ff_map.png
Other sequential cells in the stronger grey, the rest of the logic in the fainter grey.
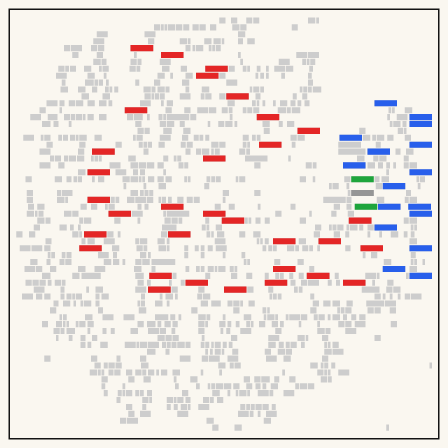
layers.png
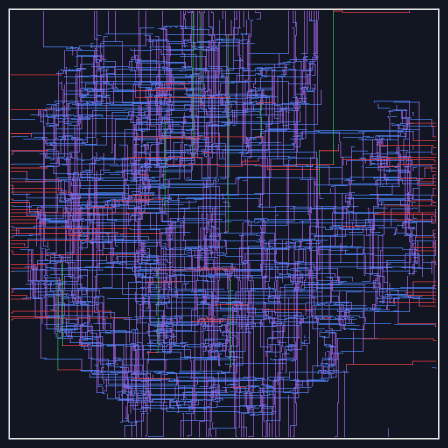
==> config.mk <==
export PLATFORM = sky130hd
export DESIGN_NAME = pc_sequencer
export DESIGN_NICKNAME = d
export VERILOG_FILES = /design/src/rtl/pc_sequencer.sv
export SDC_FILE = /design/constraint.sdc
export NUM_CORES = 1
export LEC_CHECK = 0
export CORE_MARGIN = 2
export CORE_UTILIZATION = 24
export CTS_CLUSTER_DIAMETER = 150
export DETAILED_ROUTE_END_ITERATION = 10
export DONT_BUFFER_PORTS = 1
export PLACE_DENSITY = 0.37
export SLEW_MARGIN = 30
export SYNTH_ARGS = -nofsm -noshare
export SYNTH_HDL_FRONTEND = slang
export SYNTH_SLANG_ARGS = --single-unit
==> constraint.sdc <==
create_clock -name clk -period 3.4 [get_ports clk]
set_input_delay 0.68 -clock clk [delete_from_list [all_inputs] [get_ports clk]]
set_output_delay 0.68 -clock clk [all_outputs]
set_load 0.02 [all_outputs]
==> out/results.ini <==
[sta]
slew_viol_final = 0
setup_violations = 0
finalHoldViolCount = 0
fmax_ghz = 0.310
min_period_ps = 3220
fin_skew_ps = 9.73
rsz0062_at_grt = true
worst_pin_slew_ps = 732
min_period_over_period_pct = 94.8
slew_headroom_pct = 51.1

[route]
routed_wirelength_um = 27000
drt-initial-drc-count = 390
via_per_inst = 5.20
drcViolationCount = 0
ant_nets = 0
dr.pass1.iters = 4

[floorplanning]
num_rows = 60
die_x_um = 169
dieArea_sq_um = 28500
dieHeight_um = 169
fp_util_pct = 24.3
ios = 159
core_area_sq_um = 26800

[run]
log.warning_count = 27
maxCapViolCount = 0

[worst_setup_path]
critPathMaxFanout = 6
critical_path_class = register to output port
crit_path_end_kind = output port
cp.required_ps = 2720
cp.arrival_ps = 2540
critPathLaunchType = register
rr_worst_depth = 10
rrSetupSlack_ps = 180

[cts]
clock_latency_ps = 310
clkTransAtPathRegs_ps = 80
cts.path.max_buffers = 2
htreeDepth = 2
post_cts_buffers = 0
clockRootBuffer = clkbuf_16
tritoncts = done
cts_sinks = 51
cts_made_buffers = 5

[place]
detailed_place_hpwl_um = 22400
gp_congestion = 0.817
place_area_sq_um = 7750
dp.cells = 1279
portBuffers = 0

[pwr]
ir_drop_mv = 0.239
power.leakage_nw = 3.69
power.density_nw_per_um2 = 666

[yosys]
yosysWarnings = 0
synth.distinct_cells = 70
synth-async-reset-ratio_pct = 100
syn_inst = 841
ys_cells = 841
ys.flops = 51
yosysTopAreaCell = dfrtp_1
topCellsByArea = dfrtp_1 20%, ha_1 12%, xnor2_1 7.8%
synth_seq_share_pct = 19.6
top_cell_area_share_pct = 19.6
synth-edff-count = 0
syn_area_sq_um = 6510
syn_area_per_cell_sq_um = 7.74
ys.flop_type = dfrtp_1
ys_area_sq_um = 6510

[final_layout]
fin_area_sq_um = 7940
finalNonFillerCells = 1288
largest_register_ffs = 32
num-nets-final = 1082
area_growth_syn_to_layout_pct = 22.0
drive_above_1_share_pct = 16.9

[global_route]
grt_pass1_wl_um = 41300
grt_pass1_vias = 6873
grt_max_degree = 30
antenna_found_initial = 0
overflow = 0

[run_status]
status = completed

[worst_hold_path]
hold_class = input port to asynchronous set/reset pin

Back to the opening pictures, ff_map.png:
- red: pc (flops 32)
- blue: taken_count (flops 16)
- green: r_state (flops 2)
- not coloured: 1
Register Area: 1280 sq um
Power Sequential: 1.10 mW

Back to the opening pictures, layers.png:
- blue: M1 (wire length 12,800 um)
- red: M3 (wire length 1,580 um)
- green: M4 (wire length 431 um)
- purple: M2 (wire length 12,200 um)
vias post-DR: 6,697
WL per Instance: 21.0 um
GRT Overall Usage: 18.9%

cell families (layout without fill, tap and decap cells):
logic type                 after synthesis  after routing  share of synthesized area (%)
buffers and inverters                   63            166                           4.17
muxes                                    4              4                          0.615
adders and majority gates               65             65                           12.7
and+or+nand+nor                        277            277                           21.1
AOI/OAI and AO/OA                      286            286                           29.1
xor gates and xnor gates                94             94                           12.6
DFF                                     51             51                           19.6
other                                    1              4                         0.0576
what timing repair did:
item | in CTS | in global routing
cloned | 0 | 0
resized | 1 | 4
hold buffers | 0 | 0
setup endpoints to repair | 4 | 8
per-stage QoR:
| stage | power, mW | setup WS, ps | utilization, % | hold WS [ps] | setup TNS [ps] |
|---|---|---|---|---|---|
| 5_1_grt | 5.72 | -12.2 | 29.6 | 392 | -12.2 |
| 6_report | 5.29 | 178 | 29.6 | 345 | 0 |
| 4_1_cts | 5.33 | 8.61 | 29.6 | 367 | 0 |
| 3_5_place_dp | 4.68 | -201 | 28.9 | 557 | -310 |
| 3_3_place_gp | 4.70 | -189 | 28.9 | 536 | -285 |
| 2_1_floorplan | 3.37 | 188 | - | 589 | 0 |
cell usage after synthesis (3+ instances only):
cell	number
a2111oi_0	3
a211oi_1	10
a21o_1	28
a21oi_1	71
a221oi_1	3
a22o_1	4
a22oi_1	11
a31o_2	5
a31oi_1	8
a41oi_1	3
and2_1	8
and3_1	22
and4_1	6
buf_2	4
buf_4	8
clkbuf_1	22
dfrtp_1	51
ha_1	63
inv_1	29
mux2i_1	4
nand2_1	82
nand2b_1	9
nand3_1	32
nand3b_1	3
nand4_1	16
nor2_1	60
nor2b_1	5
nor3_1	16
nor4_1	3
o211ai_1	10
o21a_1	13
o21ai_0	60
o21bai_1	13
o221ai_1	6
o22ai_1	6
o311ai_0	3
o31ai_1	6
or2_2	3
xnor2_1	58
xor2_1	36
cells in the final DEF (no fill, tap or decap), drive strengths merged, types with 11 or more instances in the layout:
master and instances:
buf 129, nand2 82, a21oi 73, ha 63, o21ai 63, nor2 60, xnor2 58, dfrtp 51
xor2 36, nand3 32, inv 30, a21o 28, and3 22, nand4 16, nor3 16, o21bai 13
o21a 13, a22oi 11
routing by layer:
layer,track usage (%),vias to the layer above,share of wire [%]
met3,3.95,24,5.9
met5,0,-,0
met4,3.71,0,1.6
met2,30.7,178,45
met1,26.0,3163,47
li1,-,3332,-
power by group:
| group | leakage (nW) | switching, mW | internal, mW |
|---|---|---|---|
| registers | 0.674 | 0.313 | 0.783 |
| clock network | 0.0804 | 0.268 | 0.351 |
| logic | 2.93 | 2.12 | 1.46 |
layout make-up:
| cell class | instances | area, sq um |
|---|---|---|
| Clock buffer | 5 | 125 |
| Fill cell | 2902 | 18900 |
| Antenna cell | 1 | 2.50 |
| Tap cell | 341 | 427 |
| Multi-Input combinational cell | 729 | 4990 |
| Sequential cell | 51 | 1280 |
| Inverter | 29 | 109 |
| Clock inverter | 3 | 46.3 |
| Timing Repair Buffer | 129 | 968 |
worst max-delay path, cell delays in order, from the launching register on:
cell and delay, ps:
dfrtp_1 490, ha_1 220, nand4_1 210, nor4_2 300, nand3_1 190, nor2_2 230, nand4_1 140, xnor2_1 270
buf_4 190
Power is estimated from default activity; no workload was simulated.
